<file path="config.mk">
export PLATFORM = sky130hd
export DESIGN_NAME = imem_port_arbiter
export DESIGN_NICKNAME = d
export VERILOG_FILES = /design/src/rtl/imem_port_arbiter.sv
export SDC_FILE = /design/constraint.sdc
export NUM_CORES = 1
export LEC_CHECK = 0
export CORE_AREA = 4 4 94 96
export DETAILED_ROUTE_END_ITERATION = 6
export DIE_AREA = 0 0 98 100
export PLACE_DENSITY = 0.74
export SYNTH_ARGS = -nofsm -noshare
export SYNTH_HDL_FRONTEND = slang
export SYNTH_SLANG_ARGS = --single-unit
</file>
<file path="constraint.sdc">
create_clock -name clk_i -period 3.2 [get_ports clk_i]
set_input_delay 0.96 -clock clk_i [delete_from_list [all_inputs] [get_ports clk_i]]
set_output_delay 0.96 -clock clk_i [all_outputs]
set_load 0.1 [all_outputs]
</file>
<file path="src/rtl/imem_port_arbiter.sv">
// Shares one single-port synchronous instruction memory between the fetch unit and the loader/debug port.
// Fetch wins after STARVE_LIMIT lost contests; bad addresses are granted but never reach the memory.
module imem_port_arbiter #(
  parameter int DEPTH        = 1024,
  parameter int AW           = $clog2(DEPTH),
  parameter int STARVE_LIMIT = 4
) (
  input  logic          clk_i,
  input  logic          rst_i,
  input  logic          fetch_req_i,
  input  logic [31:0]   fetch_addr_i,
  output logic          fetch_gnt_o,
  output logic          fetch_rvalid_o,
  output logic [31:0]   fetch_rdata_o,
  output logic          fetch_err_o,
  input  logic          load_req_i,
  input  logic          load_we_i,
  input  logic [31:0]   load_addr_i,
  input  logic [31:0]   load_wdata_i,
  output logic          load_gnt_o,
  output logic          load_rvalid_o,
  output logic [31:0]   load_rdata_o,
  output logic          load_err_o,
  output logic          mem_en_o,
  output logic          mem_we_o,
  output logic [AW-1:0] mem_addr_o,
  output logic [31:0]   mem_wdata_o,
  input  logic [31:0]   mem_rdata_i
);

  localparam int CW = $clog2(STARVE_LIMIT + 1);
  localparam logic [CW-1:0] LIMIT_C = CW'(STARVE_LIMIT);

  typedef enum logic {
    OWN_FETCH = 1'b0,
    OWN_LOAD  = 1'b1
  } owner_e;

  function automatic logic addr_bad(input logic [31:0] a);
    return (a[1:0] != 2'b00) || ((a >> (AW + 2)) != 32'd0);
  endfunction

  logic [CW-1:0] starve_q, starve_d;
  logic          valid_q, valid_d;
  owner_e        owner_q, owner_d;
  logic          err_q, err_d;

  logic          fetch_gnt_s, load_gnt_s;
  logic [31:0]   sel_addr_s;
  logic          sel_bad_s;
  logic          sel_write_s;

  // Fixed priority to the loader, overridden once fetch has lost STARVE_LIMIT contests in a row
  always_comb begin
    fetch_gnt_s = 1'b0;
    load_gnt_s  = 1'b0;
    starve_d    = '0;
    if (rst_i) begin
      starve_d = '0;
    end else if (fetch_req_i && load_req_i) begin
      if (starve_q < LIMIT_C) begin
        load_gnt_s = 1'b1;
        starve_d   = starve_q + CW'(1);
      end else begin
        fetch_gnt_s = 1'b1;
        starve_d    = '0;
      end
    end else if (fetch_req_i) begin
      fetch_gnt_s = 1'b1;
    end else if (load_req_i) begin
      load_gnt_s = 1'b1;
    end else begin
      starve_d = '0;
    end
  end

  // Memory request for the granted port; a bad address suppresses the access entirely
  always_comb begin
    sel_addr_s  = fetch_gnt_s ? fetch_addr_i : load_addr_i;
    sel_bad_s   = addr_bad(sel_addr_s);
    sel_write_s = load_gnt_s && load_we_i;
    mem_en_o    = 1'b0;
    mem_we_o    = 1'b0;
    mem_addr_o  = '0;
    mem_wdata_o = 32'd0;
    if ((fetch_gnt_s || load_gnt_s) && !sel_bad_s) begin
      mem_en_o   = 1'b1;
      mem_addr_o = sel_addr_s[AW+1:2];
      if (sel_write_s) begin
        mem_we_o    = 1'b1;
        mem_wdata_o = load_wdata_i;
      end else begin
        mem_we_o    = 1'b0;
        mem_wdata_o = 32'd0;
      end
    end else begin
      mem_en_o = 1'b0;
    end
  end

  assign fetch_gnt_o = fetch_gnt_s;
  assign load_gnt_o  = load_gnt_s;

  assign valid_d = fetch_gnt_s || (load_gnt_s && !load_we_i);
  assign owner_d = load_gnt_s ? OWN_LOAD : OWN_FETCH;
  assign err_d   = sel_bad_s;

  // Starvation counter and the one-deep tag of the read in flight
  always_ff @(posedge clk_i) begin
    if (rst_i) begin
      starve_q <= '0;
      valid_q  <= 1'b0;
      owner_q  <= OWN_FETCH;
      err_q    <= 1'b0;
    end else begin
      starve_q <= starve_d;
      valid_q  <= valid_d;
      owner_q  <= owner_d;
      err_q    <= err_d;
    end
  end

  // Read return steering; rst masks a return that was in flight when reset arrived
  always_comb begin
    fetch_rvalid_o = 1'b0;
    fetch_rdata_o  = 32'd0;
    fetch_err_o    = 1'b0;
    load_rvalid_o  = 1'b0;
    load_rdata_o   = 32'd0;
    load_err_o     = load_gnt_s && load_we_i && sel_bad_s;
    if (valid_q && !rst_i) begin
      case (owner_q)
        OWN_FETCH: begin
          fetch_rvalid_o = 1'b1;
          fetch_rdata_o  = err_q ? 32'd0 : mem_rdata_i;
          fetch_err_o    = err_q;
        end
        OWN_LOAD: begin
          load_rvalid_o = 1'b1;
          load_rdata_o  = err_q ? 32'd0 : mem_rdata_i;
          load_err_o    = err_q || (load_gnt_s && load_we_i && sel_bad_s);
        end
        default: begin
          fetch_rvalid_o = 1'b0;
          load_rvalid_o  = 1'b0;
        end
      endcase
    end else begin
      fetch_rvalid_o = 1'b0;
      load_rvalid_o  = 1'b0;
    end
  end

endmodule

</file>
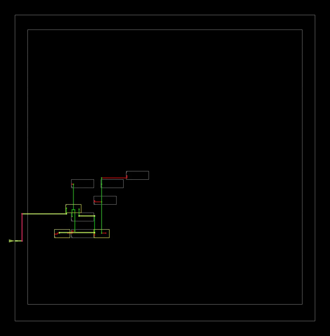
run_1/final_clocks.png
clock sinks: 6
clk_lat worst skew: 0.22 ns
flop count: 6
CLK BUF: 3

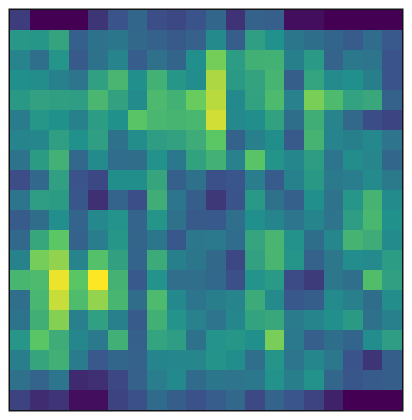
run_1/wire_density.png
Scale: 4 px per µm. The die is cut into 20 by 20 equal tiles; dark purple is low, yellow is high, scaled to the fullest tile. Values are wire area over tile area, all layers added.
densest ninth of the die: north
nearly empty tiles: 2.5%
tiles over half the peak: 34%
mean over tiles: 0.31
average wire per standard cell: 27.85 µm
final wirelength: 18.61 mm
GRT Total Usage: 31.95%
Vias: 3596

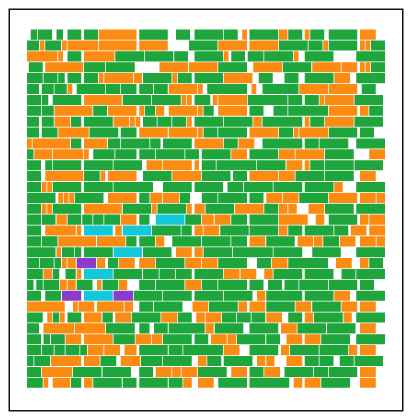
run_1/cell_classes.png
Scale: 4 px per µm.
legend:
  cells driving clock nets:
    color: purple
    cells: 3
    share_of_their_area: 0.55%
  flip-flops:
    color: cyan
    cells: 6
    share_of_their_area: 1.6%
  other buffers and delay cells:
    color: green
    cells: 322
    share_of_their_area: 63%
  all other logic:
    color: orange
    cells: 232
    share_of_their_area: 34%
Seq/total area: 1.586%
final instance area: 7575 µm²
Core ar.: 8051 µm²

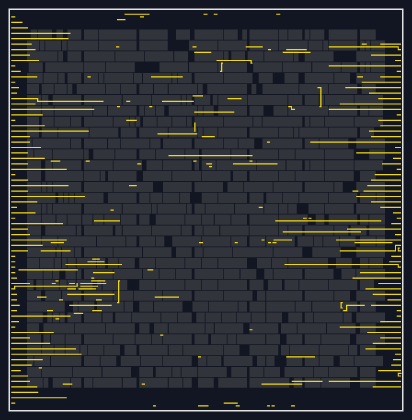
run_1/met3.png
Scale: 4 px per µm. Cells faint in the background.
nets with wire on the layer: 198
main direction: horizontal
Global Route met3 Usage: 6.393%

==> deck_impl_summary.md, run 1 <==
Physical Implementation Snapshot

Flow run
  – OpenROAD warning count: 30
  – Max-cap violations: 0

Synthesis
  – Area of the mapped netlist: 1598 µm²
  – Synth Register Bits: 6
  – Largest area contributor in the netlist: nor2_1
  – Top post-synthesis cells by count: 66 x nor2_1, 53 x nand2_1, 34 x nand2b_1
  – Commonest flop: dfxtp_1
  – Cell count after synthesis: about 270
  – Synth Seq Share: about 7.5%
  – EDFF count, synth: 0
  – Yosys warning tally: 0
  – Syn Nets: about 400
  – Avg Cell Area, Syn: about 6 µm²
  – Area contributors post-synth: nor2_1 16%, nand2b_1 13%, nand2_1 12%
  – Post-synthesis cell type count: 29
  – Yosys cell count: between 200 and 300
  – Fraction of registers with async set/reset: 0%
  – Yosys stat area: around 1600 µm²
  – Yosys top cell by instances: nor2_1
  – Dominant cell area share: 15.51%

CTS
  – CTS tree: built
  – Htree depth: 1
  – TritonCTS buffer count: 3
  – CTS Hold Bufs: 0
  – Root Buffer: clkbuf_8
  – Clk buf depth: 2
  – Clock transition at path regs: approximately 0.040 ns

Worst hold path
  – HP Class: flop to flop

Run status
  – Violated checks: negative setup slack
  – Status: finished, violations left

Timing
  – Final setup viols: approximately 100
  – Post-route setup slack: -0.4437 ns
  – Final hold viol count: 0
  – Max-slew headroom: 75.61%
  – Max Clock Skew: 0.003257 ns
  – Worst Tran Pin Value: approximately 0.36 ns
  – Final Critical Period: ~3.6 ns
  – Setup_tns: -25.29 ns
  – F_max: 0.2744 GHz
  – RSZ-0062 raised after global routing: yes
  – Count of final max-slew check failures: 0
  – Final Cycle Share: 113.9%

Finish
  – Layout Nets: roughly 700
  – P&R area growth vs syn: 374.1%
  – Non-filler instance count after layout: between 600 and 700
  – FF/Latch Area: 120.1 µm²
  – Filler instances: ~190
  – Share of layout cells above drive strength 1: around 64%
  – Logic area: around 2500 µm²
  – N_diodes: 0

Floorplan
  – Die Ht: approximately 100 µm
  – Init Core Util: about 20%
  – Die W: approximately 98 µm
  – I/O pin total: 247
  – Chip area: between 9000 and 10000 µm²
  – # rows: 33

Critical path
  – CP Capture Type: primary output
  – Worst path arrival time: about 2.7 ns
  – Reg2Reg Setup Slack: between 1.5 and 2 ns
  – Crit path kind: input pin to primary output
  – Crit path DRT: between 2 and 2.5 ns
  – Startpoint Class: input pin
  – Crit path max fanout: 7

Routing
  – Drt drc: 0
  – 1st-pass router iterations: 4
  – Initial detailed-routing violation count: 159
  – Antenna viol nets, final: 0
  – Vias/cell: about 5.4

Global routing
  – Largest net degree at the start of global routing: 34
  – Number of global-route vias before repair: 4004
  – First-pass GRT wire length: roughly 24 mm
  – Initial antenna violation count: 0
  – Met1 usage: around a third
  – Gr ovfl total: 0
  – Busiest layer in global routing: met2
  – Routing usage on met2: 62.88%

Place
  – Area post-placement: between 6000 and 7000 µm²
  – Placed Cells: roughly 630
  – Final RePlAce weighted congestion: 0.8047
  – Hpwl dp: ~10 mm
  – # port buffers: approximately 250

Pwr
  – Leak Pwr: 2.773 nW
  – Pwr Density: around 100 nW/µm²
  – Peak supply drop: 0.2356 mV
run 1: registers in the layout (all words and copies together) (netlist names):
signal,flops
valid_q,1
err_q,1
starve_q,3
owner_q,1
run 1: critical path, stage by stage:
cell and delay [ns]:
clkdlybuf4s15_1 0.18, nor4_2 0.33, buf_4 0.18, nand4_4 0.12
clkbuf_16 0.22, buf_16 0.16, a221oi_4 0.30, buf_12 0.21
run 1: cell families (layout without fill, tap and decap cells):
family | after synthesis | after routing | synth area share [%]
buffers and inverters | 33 | 330 | 9.005
AOI/OAI and AO/OA | 50 | 50 | 30.15
and+or+nand+nor | 176 | 176 | 52.55
adders and majority gates | 1 | 1 | 0.7830
DFF | 6 | 6 | 7.518
run 1: where the power goes:
part           internal (mW)  switching, mW  total, mW
Combinational          0.269          0.316      0.586
Sequential            0.0782        0.00229     0.0805
Clock                 0.0809         0.0335      0.114
run 1: layout by cell type, fill, tap and decap left out, types with 5 or more instances in the layout:
master,count
buf_6,30
buf_8,5
clkdlybuf4s15_1,8
a211oi_4,34
buf_16,11
dlygate4sd2_1,13
buf_4,18
clkdlybuf4s50_1,84
nor4_4,8
nor2_4,64
buf_2,15
nand2_1,47
buf_12,133
a221oi_4,10
dfxtp_1,6
nand2b_1,33
run 1: path summary, 6_finish.rpt:
path | cells after the start | startpoint | endpoint
setup / recovery | 8 | load_addr_i[25] | mem_addr_o[0]
hold / removal | 1 | starve_q[0] | starve_q[0]
setup reg to reg | 7 | starve_q[2] | err_q
hold reg to reg | 1 | starve_q[0] | starve_q[0]
run 1: metrics by stage:
stage	setup WS [ns]	hold WS (ns)	util (%)	power (mW)
6_report	-0.4437	0.4668	94.08	0.7806
5_1_grt	-0.5387	0.4628	94.08	0.7984
4_1_cts	-0.3769	0.4543	91.90	0.7336
3_5_place_dp	-0.7545	0.4493	82.81	0.5804
3_3_place_gp	-0.6121	0.4150	82.81	0.5689
2_1_floorplan	-0.6845	0.4037	-	0.3138
run 1: layout make-up:
type	count	share of cell area, %
Clock buffer	3	0.5451
Sequential cell	6	1.586
Timing Repair Buffer	322	62.32
Inverter	5	0.3304
Tap cell	105	1.734
Multi-Input combinational cell	227	33.48
run 1: routing by layer:
layer | wire length (µm) | vias up
met5 | 0 | -
met4 | 1039 | 0
met3 | 1296 | 76
met2 | 10380 | 272
met1 | 5889 | 1749
li1 | - | 1499
run 1: what timing repair did:
action,in CTS,in global routing
resized,187,43
pin swaps,63,33
buffers inserted,18,8
setup endpoints to repair,113,110
gates cloned,13,2
hold endpoints to repair,0,0
==> run 2: changes to the inputs <==
--- a/config.mk
+++ b/config.mk
@@ -9,6 +9,7 @@
 export DETAILED_ROUTE_END_ITERATION = 6
 export DIE_AREA = 0 0 98 100
 export PLACE_DENSITY = 0.74
+export SLEW_MARGIN = 10
 export SYNTH_ARGS = -nofsm -noshare
 export SYNTH_HDL_FRONTEND = slang
 export SYNTH_SLANG_ARGS = --single-unit
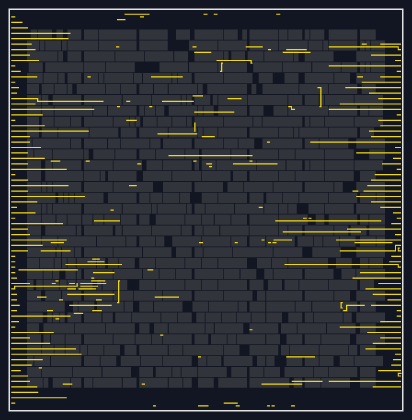
run_2/met3.png
Scale: 4 px per µm. Cells faint in the background.
wire length on this layer: 1300 µm
share of all routed wire: 7.0%
main direction: horizontal

==> run 2 against run 1 <==
Against the previous run:
- the run still ends with negative setup slack left
- total power stayed put
- die area did not move
- area after synthesis did not move
- sequential share of layout area stayed put
- setup slack is the same
- flip-flop count did not move
- hold slack unchanged
- routed wire length is the same
- largest cell class unchanged
- highest routed layer unchanged
==> deck_impl_summary.md, run 2 <==
Physical Implementation Snapshot

Pwr
  – Peak supply drop: 0.2356 mV (unchanged)
  – Final Total Pwr: 0.7806 mW (unchanged)

Synthesis
  – Fraction of registers with async set/reset: 0% (unchanged)
  – Synth Seq Share: 7.518% (unchanged)
  – Aoi share: 30.15% (unchanged)
  – Yosys top cell by instances: nor2_1
  – Yosys adder share: 0.7831% (unchanged)
  – Yosys warning tally: 0 (unchanged)
  – Top post-synthesis cells by count: 66 x nor2_1, 53 x nand2_1, 34 x nand2b_1
  – Syn Nets: 400 (unchanged)
  – Avg Cell Area, Syn: 6.007 µm² (unchanged)
  – Yosys stat area: 1598 µm² (unchanged)
  – Dominant cell area share: 15.51% (unchanged)
  – Largest area contributor in the netlist: nor2_1
  – Mux share: 0% (unchanged)
  – Synth Register Bits: 6 (unchanged)
  – Area of the mapped netlist: 1598 µm² (unchanged)
  – Cell count after synthesis: 266 (unchanged)
  – Commonest flop: dfxtp_1
  – Area contributors post-synth: nor2_1 16%, nand2b_1 13%, nand2_1 12%

Routing
  – Vias/cell: 5.383 (unchanged)
  – Initial detailed-routing violation count: 159 (unchanged)
  – Antenna viol nets, final: 0 (unchanged)
  – 1st-pass router iterations: 4 (unchanged)
  – Drt drc: 0 (unchanged)

Global routing
  – First-pass GRT wire length: 24.32 mm (unchanged)
  – Gr ovfl total: 0 (unchanged)
  – Largest net degree at the start of global routing: 34 (unchanged)
  – Initial antenna violation count: 0 (unchanged)

Timing
  – Final Cycle Share: 113.9% (unchanged)
  – Final setup viols: 104 (unchanged)
  – Worst Tran Pin Value: 0.3649 ns (unchanged)
  – Post-route setup slack: -0.4437 ns (unchanged)
  – Count of final max-slew check failures: 0 (unchanged)
  – Setup_tns: -25.29 ns (unchanged)
  – Hold_ws: 0.4668 ns (unchanged)
  – F_max: 0.2744 GHz (unchanged)

Critical path
  – Crit path DRT: 2.24 ns (about the same)
  – Crit path kind: input pin to primary output
  – Startpoint Class: input pin
  – CP Capture Type: primary output
  – Worst path arrival time: 2.68 ns (about the same)

Finish
  – Final instance area: 7575 µm² (unchanged)
  – Final Util: 94.08% (unchanged)
  – Largest reg by FF count: starve_q
  – N_diodes: 0 (unchanged)
  – Layout Nets: 699 (unchanged)
  – Largest register FFs: 3 (unchanged)
  – Most frequent logic cell in the layout: buf_12

CTS
  – Clock transition at path regs: 0.04 ns (about the same)
  – TritonCTS buffer count: 3 (unchanged)
  – CTS tree: built
  – Clock sinks: 6 (unchanged)
  – Clk buf depth: 2 (unchanged)
  – Root Buffer: clkbuf_8

Floorplan
  – Die Ht: 100 µm (unchanged)
  – I/O pin total: 247 (unchanged)
  – Die W: 98 µm (unchanged)
  – # rows: 33 (unchanged)

Place
  – Area post-placement: 6668 µm² (unchanged)
  – Final RePlAce weighted congestion: 0.8047 (unchanged)
  – # port buffers: 246 (unchanged)

Flow run
  – OpenROAD warning count: 30 (unchanged)

Run status
  – Status: finished, violations left
  – Violated checks: negative setup slack
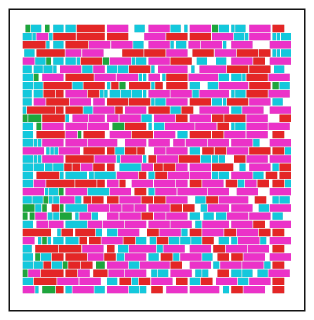
run_2/drive_strength.png
Scale: 3 px per µm.
legend:
  drive 1 or less:
    color: cyan
    cells: 203
    share: 36%
  drive 2:
    color: green
    cells: 27
    share: 4.8%
  drive 6 and up:
    color: magenta
    cells: 185
    share: 33%
  drive 3 to 4:
    color: red
    cells: 148
    share: 26%
P&R area growth vs syn: 374.1%
Non-CTS buffers: 322
post-route setup slack: -0.4437 ns

run 2: cell counts in the layout (fill, tap and decap cells not counted):
Identical to the previous run, type by type.
run 2: logic make-up (layout without fill, tap and decap cells):
family                     Yosys count  in the layout
and+or+nand+nor                    176            176
AOI/OAI and AO/OA                   50             50
buffers and inverters               33            330
DFF                                  6              6
adders and majority gates            1              1
run 2: path summary, 6_finish.rpt:
check             startpoint       endpoint  cells past startpoint
min              starve_q[0]    starve_q[0]                      1
min reg2reg      starve_q[0]    starve_q[0]                      1
max reg2reg      starve_q[2]          err_q                      7
max          load_addr_i[25]  mem_addr_o[0]                      8
run 2: worst max-delay path: stages:
cell,delay (ns)
clkdlybuf4s15_1,0.18
nor4_2,0.33
buf_4,0.18
nand4_4,0.12
clkbuf_16,0.22
buf_16,0.16
a221oi_4,0.30
buf_12,0.21
run 2: layout make-up:
class | count | area share, %
Inverter | 5 | 0.3304
Clock buffer | 3 | 0.5451
Timing Repair Buffer | 322 | 62.32
Tap cell | 105 | 1.734
Multi-Input combinational cell | 227 | 33.48
Sequential cell | 6 | 1.586
run 2: repair_timing:
| action | CTS | global route |
|---|---|---|
| gates resized | 187 | 43 |
| pin swaps | 63 | 33 |
| hold buffers | 0 | 0 |
| setup buffers | 18 | 8 |
| gates cloned | 13 | 2 |
| setup endpoints to repair | 113 | 110 |
| hold endpoints to repair | 0 | 0 |
run 2: where the power goes:
part / internal, mW / leakage, nW / total (mW) / switching, mW
sequential: 0.0782 / 0.0494 / 0.0805 / 0.00229
clock: 0.0809 / 0.0216 / 0.114 / 0.0335
combinational: 0.269 / 2.70 / 0.586 / 0.316
total: 0.428 / 2.77 / 0.781 / 0.352
run 2: metrics by stage:
stage                     setup WS, ns  cells
after global placement         -0.6121    631
final                          -0.4437    668
after floorplan                -0.6845    266
after CTS                      -0.3769    663
after global routing           -0.5387    668
after detailed placement       -0.7545    631
run 2: metal layers:
| metal | vias to the layer above | GRT usage (%) | wire [µm] |
|---|---|---|---|
| met4 | 0 | 12.67 | 1039 |
| met1 | 1749 | 32.81 | 5889 |
| li1 | 1499 | - | - |
| met5 | - | 0 | 0 |
| met3 | 76 | 6.393 | 1296 |
| met2 | 272 | 62.88 | 10380 |
==> run 3: changes to the inputs <==
--- a/config.mk
+++ b/config.mk
@@ -8,6 +8,7 @@
 export CORE_AREA = 4 4 94 96
 export DETAILED_ROUTE_END_ITERATION = 6
 export DIE_AREA = 0 0 98 100
+export MAX_ROUTING_LAYER = met4
 export PLACE_DENSITY = 0.74
 export SLEW_MARGIN = 10
 export SYNTH_ARGS = -nofsm -noshare
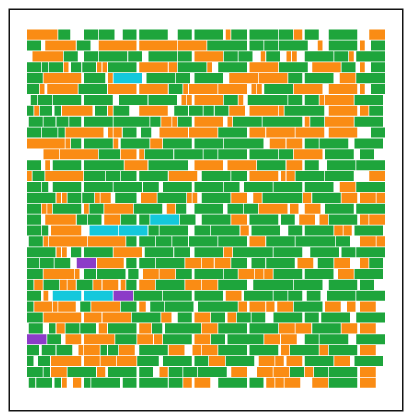
run_3/cell_classes.png
Scale: 4 px per µm.
legend:
  flip-flops:
    color: cyan
    cells: 6
    share_of_their_area: 1.6%
  all other logic:
    color: orange
    cells: 232
    share_of_their_area: 35%
  cells driving clock nets:
    color: purple
    cells: 3
    share_of_their_area: 0.56%
  other buffers and delay cells:
    color: green
    cells: 320
    share_of_their_area: 63%

==> run 3 against run 2 <==
Against the previous run:
- the run still ends with negative setup slack left
- cell area decreased by 0.28%
- maximum frequency decreased by 3.5%
- count of clock-buffer cells in the layout unchanged
- synthesized cell count unchanged
- global-route usage increased by 0.83 points
- first-iteration DRC count increased by 28%
- total power increased by 1.6%
- critical path type unchanged
- register-to-register slack got worse by 0.02 ns
- routed wire length decreased by 2.2%
- clock skew increased by 0.0056 ns
- critical path depth unchanged
- via count decreased by 1.6%
==> deck_impl_summary.md, run 3 <==
Physical Implementation Snapshot

Run status
  – Status: finished, violations left
  – Violated checks: negative setup slack

Pwr
  – Internal power: 0.4275 mW (-0.20%)
  – Switching Fraction: 46.08% (+0.96 points)
  – Peak supply drop: 0.2361 mV (+0.20%)
  – Sw Pwr: 0.3654 mW (+3.7%)
  – Sequential fraction of design power: 10.1% (-0.2 points)

Place
  – Area post-placement: 6668 µm² (unchanged)

Critical path
  – CP Capture Type: primary output
  – Slowest CP cell: a221oi_4
  – Crit path DRT: 2.24 ns (about the same)
  – Max incr delay on CP: 0.38 ns (+0.05 ns)
  – R2R Path End: err_q
  – Worst setup endpoint: mem_addr_o[4]
  – Crit path cell chain: clkdlybuf4s15_1 -> nor4_2 -> and4_4 -> nand4_4 -> buf_12 -> buf_16 -> a221oi_4 -> buf_12
  – Cell mode on critical path: buf_12

Synthesis
  – Yosys top cell by instances: nor2_1
  – Top post-synthesis cells by count: 66 x nor2_1, 53 x nand2_1, 34 x nand2b_1
  – Synth Seq Share: 7.518% (unchanged)
  – Largest area contributor in the netlist: nor2_1
  – Commonest flop: dfxtp_1
  – Fraction of registers with async set/reset: 0% (unchanged)
  – Area of the mapped netlist: 1598 µm² (unchanged)
  – Area contributors post-synth: nor2_1 16%, nand2b_1 13%, nand2_1 12%

Floorplan
  – Die Ht: 100 µm (unchanged)
  – # rows: 33 (unchanged)
  – I/O pin total: 247 (unchanged)

Timing
  – Final setup viols: 86 (-17%)
  – Post-route setup slack: -0.5769 ns (-0.1332 ns)
  – F_max: 0.2648 GHz (-3.5%)
  – Hold_ws: 0.4337 ns (-0.03303 ns)

Routing
  – Vias/cell: 5.311 (-1.3%)

CTS
  – CTS tree: built

Finish
  – Layout Nets: 697 (-0.29%)
  – Largest reg by FF count: starve_q

Global routing
  – Largest net degree at the start of global routing: 34 (unchanged)
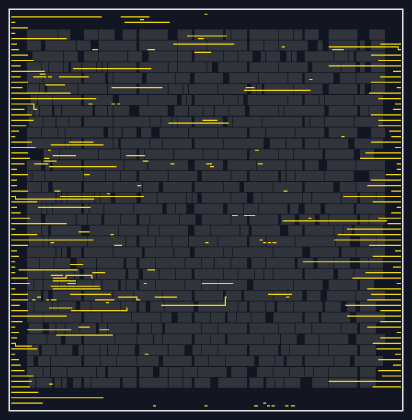
run_3/met3.png
Scale: 4 px per µm. Cells faint in the background.
wire length on this layer: 1240 µm
longest straight run: 25.8 µm
main direction: horizontal
nets with wire on the layer: 191
share of all routed wire: 6.8%
Global Route met3 Usage: 5.142%
final wirelength: 18.21 mm

## run 3: cells by family (layout without fill, tap and decap cells)
family / count (synthesis) / after routing / share of synthesized area (%)
AOI/OAI and AO/OA: 50 / 50 / 30.15
buffers and inverters: 33 / 328 / 9.005
adders and majority gates: 1 / 1 / 0.7830
and+or+nand+nor: 176 / 176 / 52.55
DFF: 6 / 6 / 7.518
## run 3: stage by stage
stage	TNS [ns]	total power, mW	instances	util, %	setup WS (ns)
after floorplan	-32.38	0.3138	266	-	-0.6845
after global placement	-39.03	0.5689	631	82.81	-0.6121
after detailed placement	-45.22	0.5804	631	82.81	-0.7545
after CTS	-16.12	0.7336	663	91.90	-0.3769
after global routing	-26.36	0.8108	666	93.82	-0.5684
final	-25.07	0.7929	666	93.82	-0.5769
## run 3: power by group through the flow
stage / clock (mW) / combinational, mW / sequential [mW]
final: 0.130 / 0.582 / 0.0803
after global routing: 0.132 / 0.598 / 0.0805
after CTS: 0.114 / 0.540 / 0.0797
after detailed placement: 0 / 0.500 / 0.0808
after global placement: 0 / 0.488 / 0.0805
after floorplan: 0 / 0.233 / 0.0807
## run 3: how the worst min path moves through the flow
| stage | start | end | slack [ns] | cells after the start |
|---|---|---|---|---|
| 2_1_floorplan | starve_q[0] | starve_q[0] | 0.40 | 1 |
| 3_3_place_gp | starve_q[0] | starve_q[0] | 0.42 | 1 |
| 3_5_place_dp | starve_q[0] | starve_q[0] | 0.45 | 1 |
| 4_1_cts | starve_q[0] | starve_q[0] | 0.45 | 1 |
| 5_1_grt | starve_q[0] | starve_q[0] | 0.45 | 1 |
| 6_report | starve_q[0] | starve_q[0] | 0.43 | 1 |
## run 3: final cells by class
type / count / area (µm²) / area share (%)
clock buffers: 3 / 41.29 / 0.5466
inverters: 5 / 25.02 / 0.3313
multi-input cells: 227 / 2536 / 33.58
flip-flops and latches: 6 / 120.1 / 1.590
well taps: 105 / 131.4 / 1.739
repair buffers: 320 / 4700 / 62.22
## run 3: critical path: cells and delay by family
| family | cells | cell delay (ns) |
|---|---|---|
| AOI/OAI and AO/OA | 1 | 0.38 |
| buffers and inverters | 4 | 0.78 |
| and+or+nand+nor | 3 | 0.67 |
## run 3: per-layer routing
layer  GRT usage, %  vias up  part of all wire [%]
met1          33.24     1705                    33
met4          13.31        0                   6.4
li1               -     1489                     -
met2          62.62      259                    54
met3          5.142       84                   6.8
met5              -        -                     0
## run 3: what timing repair did
action,CTS,global route
gates cloned,13,2
endpoints found under the setup margin,113,110
resized,187,43
pin swaps,63,35
setup buffers,18,5
Power is estimated from default activity; no workload was simulated.
